==> images/pdn.png <==
Pins as bars on the die edge.
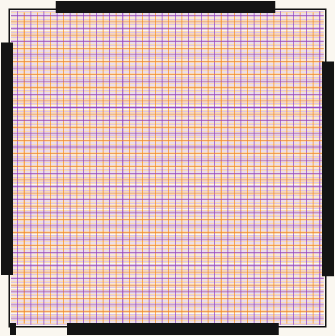
==> images/cell_classes.png <==
Scale bar: 200 um.
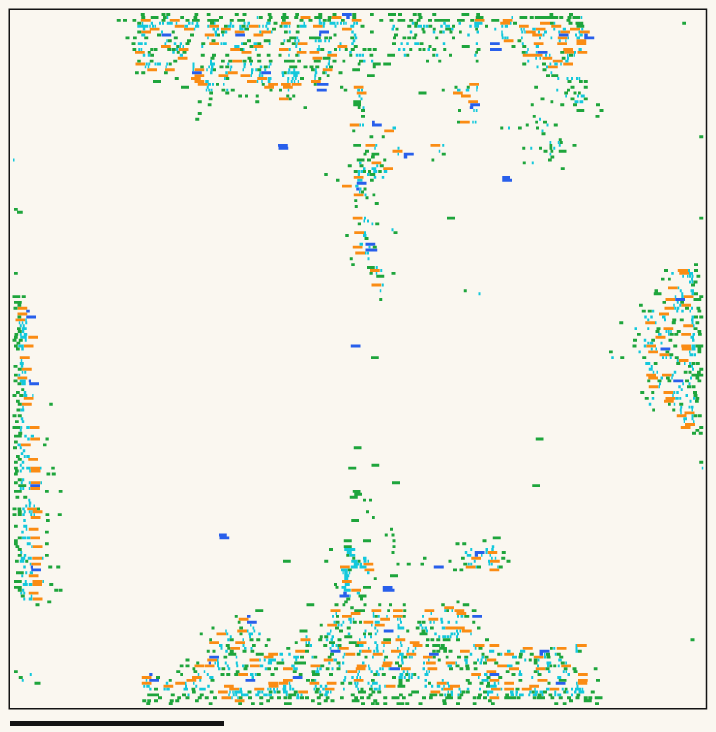
==> images/clock_map.png <==
Scale bar: 200 um.
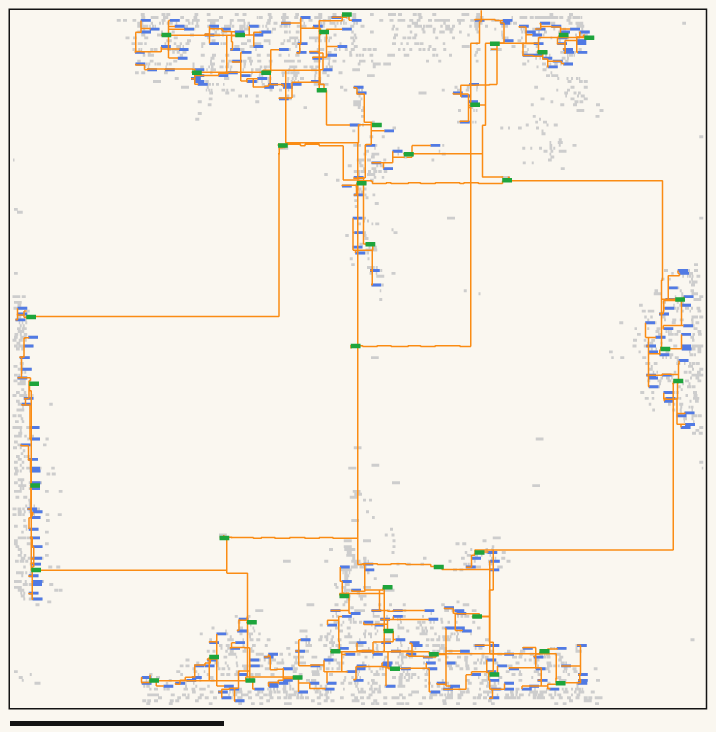
[src/rtl/l2_arb_pkg.sv]
// Shared types and constants for the L2 two-client arbiter.
package l2_arb_pkg;

  localparam int unsigned ADDR_W   = 32;
  localparam int unsigned LINE_W   = 256;
  // Byte offset within a 32-byte line; these address bits never reach the L2.
  localparam int unsigned OFFSET_W = 5;

  typedef enum logic [1:0] {
    IDLE,
    BUSY_I,
    BUSY_D
  } arb_state_t;

  typedef enum logic {
    CLI_I,
    CLI_D
  } client_t;

endpackage

[src/rtl/l2_arb_req_latch.sv]
// Load-enabled holding register for the granted request, so the L2 sees
// stable op/address/data for the whole transaction.
module l2_arb_req_latch #(
  parameter int unsigned ADDR_W   = l2_arb_pkg::ADDR_W,
  parameter int unsigned LINE_W   = l2_arb_pkg::LINE_W,
  parameter int unsigned OFFSET_W = l2_arb_pkg::OFFSET_W
) (
  input  logic                       clk,
  input  logic                       rst_n,
  input  logic                       load,
  input  logic                       op_read_d,
  input  logic                       op_write_d,
  input  logic [ADDR_W-1:OFFSET_W]   addr_d,
  input  logic [LINE_W-1:0]          wdata_d,
  output logic                       op_read_q,
  output logic                       op_write_q,
  output logic [ADDR_W-1:OFFSET_W]   addr_q,
  output logic [LINE_W-1:0]          wdata_q
);

  // Capture the granted request on load; cleared asynchronously by reset.
  always_ff @(posedge clk or negedge rst_n) begin
    if (!rst_n) begin
      op_read_q  <= 1'b0;
      op_write_q <= 1'b0;
      addr_q     <= '0;
      wdata_q    <= '0;
    end else if (load) begin
      op_read_q  <= op_read_d;
      op_write_q <= op_write_d;
      addr_q     <= addr_d;
      wdata_q    <= wdata_d;
    end
  end

endmodule

[src/rtl/l2_arbiter.sv]
// Two-client (I-cache / D-cache) arbiter in front of the L2 port.
// Round-robin by default, fixed D-cache priority when D_PRIORITY != 0.
module l2_arbiter #(
  parameter int unsigned ADDR_W     = l2_arb_pkg::ADDR_W,
  parameter int unsigned LINE_W     = l2_arb_pkg::LINE_W,
  parameter int unsigned D_PRIORITY = 0
) (
  input  logic              clk,
  input  logic              rst_n,
  input  logic              i_read,
  input  logic              i_write,
  input  logic [ADDR_W-1:0] i_address,
  input  logic [LINE_W-1:0] i_wdata,
  output logic [LINE_W-1:0] i_rdata,
  output logic              i_resp,
  input  logic              d_read,
  input  logic              d_write,
  input  logic [ADDR_W-1:0] d_address,
  input  logic [LINE_W-1:0] d_wdata,
  output logic [LINE_W-1:0] d_rdata,
  output logic              d_resp,
  output logic              l2_read,
  output logic              l2_write,
  output logic [ADDR_W-1:0] l2_address,
  output logic [LINE_W-1:0] l2_wdata,
  input  logic [LINE_W-1:0] l2_rdata,
  input  logic              l2_resp
);

  import l2_arb_pkg::*;

  arb_state_t state_q;
  client_t    rr_last_q;

  logic req_i, req_d, grant_i, grant_d, load;
  logic sel_read, sel_write;
  logic [ADDR_W-1:OFFSET_W] sel_addr;
  logic [LINE_W-1:0]        sel_wdata;

  logic                     op_read_q, op_write_q;
  logic [ADDR_W-1:OFFSET_W] addr_q;
  logic [LINE_W-1:0]        wdata_q;
  logic                     busy;

  // Line offset bits are intentionally dropped.
  logic unused_offset_bits;
  assign unused_offset_bits = ^{i_address[OFFSET_W-1:0], d_address[OFFSET_W-1:0]};

  // Grant decision and selection of the winning client's request.
  always_comb begin
    req_i   = i_read | i_write;
    req_d   = d_read | d_write;
    // D wins if alone, under fixed priority, or when I was served last.
    grant_d = req_d && (!req_i || (D_PRIORITY != 0) || (rr_last_q == CLI_I));
    grant_i = req_i && !grant_d;
    load    = (state_q == IDLE) && (grant_i || grant_d);
    // Write takes precedence over a simultaneous read from the same client.
    if (grant_d) begin
      sel_read  = d_read & ~d_write;
      sel_write = d_write;
      sel_addr  = d_address[ADDR_W-1:OFFSET_W];
      sel_wdata = d_wdata;
    end else begin
      sel_read  = i_read & ~i_write;
      sel_write = i_write;
      sel_addr  = i_address[ADDR_W-1:OFFSET_W];
      sel_wdata = i_wdata;
    end
  end

  l2_arb_req_latch #(
    .ADDR_W   (ADDR_W),
    .LINE_W   (LINE_W),
    .OFFSET_W (OFFSET_W)
  ) u_req_latch (
    .clk        (clk),
    .rst_n      (rst_n),
    .load       (load),
    .op_read_d  (sel_read),
    .op_write_d (sel_write),
    .addr_d     (sel_addr),
    .wdata_d    (sel_wdata),
    .op_read_q  (op_read_q),
    .op_write_q (op_write_q),
    .addr_q     (addr_q),
    .wdata_q    (wdata_q)
  );

  // Arbitration FSM: grant from IDLE, return to IDLE on the L2 completion.
  always_ff @(posedge clk or negedge rst_n) begin
    if (!rst_n) begin
      state_q   <= IDLE;
      rr_last_q <= CLI_I;
    end else begin
      unique case (state_q)
        IDLE: begin
          if (grant_d) begin
            state_q <= BUSY_D;
          end else if (grant_i) begin
            state_q <= BUSY_I;
          end
        end
        BUSY_I: begin
          if (l2_resp) begin
            state_q   <= IDLE;
            rr_last_q <= CLI_I;
          end
        end
        BUSY_D: begin
          if (l2_resp) begin
            state_q   <= IDLE;
            rr_last_q <= CLI_D;
          end
        end
        default: state_q <= IDLE;
      endcase
    end
  end

  // L2 request driven only from registered state; responses steered to the owner.
  always_comb begin
    busy       = (state_q != IDLE);
    l2_read    = busy & op_read_q;
    l2_write   = busy & op_write_q;
    l2_address = {addr_q, {OFFSET_W{1'b0}}};
    l2_wdata   = wdata_q;
    i_resp     = (state_q == BUSY_I) & l2_resp;
    d_resp     = (state_q == BUSY_D) & l2_resp;
    i_rdata    = l2_rdata;
    d_rdata    = l2_rdata;
  end

endmodule
[config.mk]
export PLATFORM = sky130hd
export DESIGN_NAME = l2_arbiter
export DESIGN_NICKNAME = d
export VERILOG_FILES = /design/src/rtl/l2_arb_pkg.sv /design/src/rtl/l2_arb_req_latch.sv /design/src/rtl/l2_arbiter.sv
export SDC_FILE = /design/constraint.sdc
export NUM_CORES = 1
export LEC_CHECK = 0
export CORE_AREA = 2 2 649 651
export CTS_CLUSTER_DIAMETER = 100
export CTS_CLUSTER_SIZE = 10
export DETAILED_ROUTE_END_ITERATION = 10
export DIE_AREA = 0 0 651 653
export GPL_TIMING_DRIVEN = 1
export PLACE_DENSITY = 0.31
export SLEW_MARGIN = 30
export SYNTH_ARGS = -nofsm -noshare
export SYNTH_HDL_FRONTEND = slang
export SYNTH_SLANG_ARGS = --single-unit
[constraint.sdc]
create_clock -name clk -period 2.6 [get_ports clk]
set_input_delay 0.52 -clock clk [delete_from_list [all_inputs] [get_ports clk]]
set_output_delay 0.52 -clock clk [all_outputs]
set_load 0.01 [all_outputs]
==> run notes <==
Here are the numbers from the latest Yosys + OpenROAD run.

The number of multi-input combinational cells in the layout came out at between 1000 and 1500. The category of the worst setup path launch point is a register. The number of buffers outside the clock class in the layout came out at between 1000 and 1500. The filler cell count in the final layout came out at between 40000 and 50000. The type recorded for the worst min-delay path is in2reg. The class occupying the most area after layout is reported as buffers. The met1 wire length came out at 70.80 mm.

The setup slack after layout came out at around 110 ps. The non-clock inverters instantiated in the layout total 4. In the post-synthesis netlist, the biggest area contributors are sky130_fd_sc_hd__dfrtp_1 40%, sky130_fd_sc_hd__buf_4 22%, sky130_fd_sc_hd__a31oi_1 9.9%, sky130_fd_sc_hd__a21oi_1 7.9%, sky130_fd_sc_hd__o21ai_0 7.9%. The worst register-to-register path begins at state_q[1]$_DFFE_PN0P_. The number of input and output port buffers inserted is 859. The length of routed met3 wiring came out at 43.06 mm.

The worst endpoint data arrival time came out at 1970 ps. Sorting the synthesis cell report by count puts at the top sky130_fd_sc_hd__buf_4. The clock tree buffer count of the final layout came out at 49. The worst stage delay on the critical path came out at 860 ps. TritonCTS built the clock tree.

The floorplan step set the die height to 653 um. The number of detailed-route iterations in the first pass came out at 6. The maximum clock insertion buffer count is 3. The number of global-route vias before repair is 19148. The upper clock frequency limit came out at between 0.4 and 0.5 GHz.

The via count is 18465. The signal on the critical path passes through clkdlybuf4s50_1. The residual antenna-violating net count after detailed routing came out at 0. The yosys-reported design area after synthesis came out at 0.01788 mm^2. STA classifies the critical path endpoint as an output port. Per the timing report, the biggest fanout along the worst path comes to 2. In the synthesized netlist, the cells that appear most often are 534 x sky130_fd_sc_hd__buf_4, 288 x sky130_fd_sc_hd__dfrtp_1, 285 x sky130_fd_sc_hd__nor2_1. In this run the register-to-register setup slack is approximately 430 ps. Per the layout area report, the sequential fraction of cell area is 22.67%. The synthesis report lists the Yosys warning total as 0. The wire length of the first global-routing pass came out at 265.0 mm. In this run the critical register-to-register path is captured at u_req_latch.wdata_q[38]$_DFFE_PN0P_.

The total DRC errors in the routed layout came out at 0. The worst setup path is of the reg2out kind. The total area of sequential cells is 0.007208 mm^2. The initial antenna violation count is 97.

The gate count after technology mapping came out at between 2000 and 2500. The inserted tap cell count came out at 5520. The startpoint identified for the worst hold timing path is i_wdata[24]. Measured on the final layout, the clock distribution area share stands at 4.420%. The share of the core filled by cells before placement is 4.274%. The number of H-tree levels came out at 2. The run finished with clean final reports. The total area of multi-input combinational cells came out at around 0.0059 mm^2. The number of logged tool warnings came out at 38. The count of endpoints failing setup in the final report came out at 0. For hold timing, the worst endpoint is u_req_latch.wdata_q[24]$_DFFE_PN0P_. The flip-flop and latch count after synthesis came out at 288. The number of setup buffers added after CTS came out at 0. The count of cells along the worst register-to-register path is 8. STA puts the critical path data required time at 2080 ps.

After floorplanning, the die was sized to cover between 0.4 and 0.5 mm^2. The number of buffers and inverters on the critical path came out at 1. The worst IR drop on VDD came out at about 0.52 mV. The count of library flops with an enable pin came out at 0. The final number of max-transition violations is 0. For this design the top-level I/O count stands at 1643.

Among logic cells in the layout, the one with the most instances is sky130_fd_sc_hd__clkdlybuf4s50_1. The gate-level netlist out of Yosys references 28 unique cell types. Summed over all cells, the static leakage comes to 10.20 nW.

The routed wire length on met2 is between 90 and 100 mm. The most critical setup path has its startpoint at u_req_latch.wdata_q[239]$_DFFE_PN0P_. The worst hold path depth is 3. In this run the layout overhead on the synthesized area is reported as 77.79%. Before any placement, the netlist area is recorded as 0.01788 mm^2.

The total power after layout is 0.03755 W. The area share of the largest cell type after synthesis came out at 40.30%. The total wire length is 222.1 mm.

Setup repair after global routing left no endpoint under its margin. The total stage count of the critical path came out at 1. The number of violations of the max-capacitance limit came out at 0. Per the skew report, the later register of the worst-skew pair sees a clock latency of 720 ps.

The via density per instance is 2.277. The tightest slew margin relative to the limit is 42.05%. The critical path ends at l2_wdata[239].

The slowest stage of the critical path is the sky130_fd_sc_hd__clkdlybuf4s50_1 cell. The cell row count is 238. The multi-input logic portion of the cell area came out at 18.66%. Leaving out fill and tap cells, the most frequent cells in the layout are 748 x sky130_fd_sc_hd__clkdlybuf4s50_1, 287 x sky130_fd_sc_hd__dfrtp_1, 284 x sky130_fd_sc_hd__o21ai_0, 284 x sky130_fd_sc_hd__nor2_1, 284 x sky130_fd_sc_hd__a21oi_1. Global routing used 10.03% of the available tracks.

The cell sitting at the root of the clock tree is a sky130_fd_sc_hd__clkbuf_16. The final critical delay including setup and external delays came out at approximately 2500 ps. In the placement report, post-DP HPWL is listed as 195.0 mm. The routed length per instance is approximately 27 um. Yosys reported that registers with async set or reset make up 100.0%. The number of CTS-inserted buffers came out at 44.

The share of final-layout standard cells stronger than drive strength 1 came out at 12.50%. The clock net sink count is ~290. The antenna diode count is 36. On the critical path the largest part of the delay comes from buffers and inverters. The transition time at the pin with the least slew margin is 869.2 ps. Measured on the final layout, buffering overhead outside the clock network stands at 32.19%.

The number of failing hold endpoints at the final stage came out at 0. The ratio of total power to cell area is 1181 mW/mm^2. The proportion of synthesized chip area in sequential cells is 40.30%. The final critical-path share of the clock period is 95.58%.

The largest net degree at the start of global routing came out at between 80 and 90. The post-synthesis cell count from yosys came out at 2159. The largest total area in the synthesized netlist belongs to sky130_fd_sc_hd__dfrtp_1. The initial detailed-routing violation count is 1332.

The most used flip-flop cell after synthesis is sky130_fd_sc_hd__dfrtp_1. RePlAce ended its routability-driven mode at a weighted congestion of 0.7998. The flop count came out at 288.

From left edge to right edge, the die measures approximately 650 um. The core box area came out at 0.4184 mm^2. The worst-case clock skew is 45.66 ps. The highest routed metal layer is met5. The average footprint of a synthesized cell is 8.283 um^2. Before CTS, the worst setup slack after placement is -142.0 ps.

The number of nets at the end of the flow came out at around 3400. The registers of the reported paths see a clock transition of 70 ps. The total overflow reported by the global router came out at 0.
Back to the opening pictures, pdn.png:
Purple is VSS. Orange is VDD.
The core has 238 rows. 239 met1 rails follow the rows. 1643 signal pins sit on the boundary. 47 straps on met5.

Back to the opening pictures, cell_classes.png:
Cyan is all other logic, cells 1169, share of their area 24%. Orange is flip-flops, cells 288, share of their area 29%. Green is other buffers and delay cells, cells 1028, share of their area 41%. Blue is clock drivers and dummy loads, cells 67, share of their area 5.7%.

Back to the opening pictures, clock_map.png:
Blue is flip-flops, count 288. Green is cells driving clock nets, count 44. Orange is clock wires, length 8770 um.
Position of the flops: widely spread.

-- metrics by stage --
| step | utilization (%) | hold slack [ps] | TNS, ps | instances | cell area (um^2) |
|---|---|---|---|---|---|
| after floorplan | - | 224.4 | 0 | 2163 | 17900 |
| after global placement | 7.246 | 489.8 | -3646 | 8004 | 30320 |
| after detailed placement | 7.246 | 489.6 | -8805 | 8004 | 30320 |
| after CTS | 7.576 | 217.4 | 0 | 8072 | 31700 |
| after global routing | 7.593 | 273.9 | 0 | 8098 | 31770 |
| final | 7.599 | 336.4 | 0 | 8108 | 31790 |
-- routing by layer --
layer	up-vias	track usage, %
met1	8840	9.292
met3	462	8.863
met4	20	3.765
li1	7791	-
met5	-	0.7583
met2	1352	15.67
-- where the power goes --
| part | switching (W) | internal (W) | leakage, nW |
|---|---|---|---|
| registers | 0.00183 | 0.00686 | 3.27 |
| logic | 0.0142 | 0.00815 | 6.24 |
| clock network | 0.00294 | 0.00357 | 0.684 |
| total | 0.0190 | 0.0186 | 10.2 |
-- what timing repair did --
| item | 4_1_cts | 5_1_grt |
|---|---|---|
| hold buffers | 1 | 0 |
| endpoints found under the setup margin | 32 | 2 |
| resized | 32 | 2 |
| hold endpoints to repair | 32 | 0 |
-- cell families (layout without fill, tap and decap cells) --
kind of cell / count (synthesis) / count (layout) / share of synthesized area (%)
compound gates: 861 / 861 / 26.36
fa+ha+maj: 3 / 3 / 0.2099
buf+inv: 710 / 1099 / 26.78
flops: 288 / 288 / 40.30
other cells: 1 / 41 / 0.02097
simple gates: 296 / 296 / 6.318
-- sequential cells by signal (all words and copies together), names as in the netlist --
signal,flops
u_req_latch.wdata_q,256
u_req_latch.addr_q,27
state_q,2
rr_last_q,1
u_req_latch.op_read_q,1
u_req_latch.op_write_q,1
Power figures rest on the tool's default switching activity, not on a simulated workload.
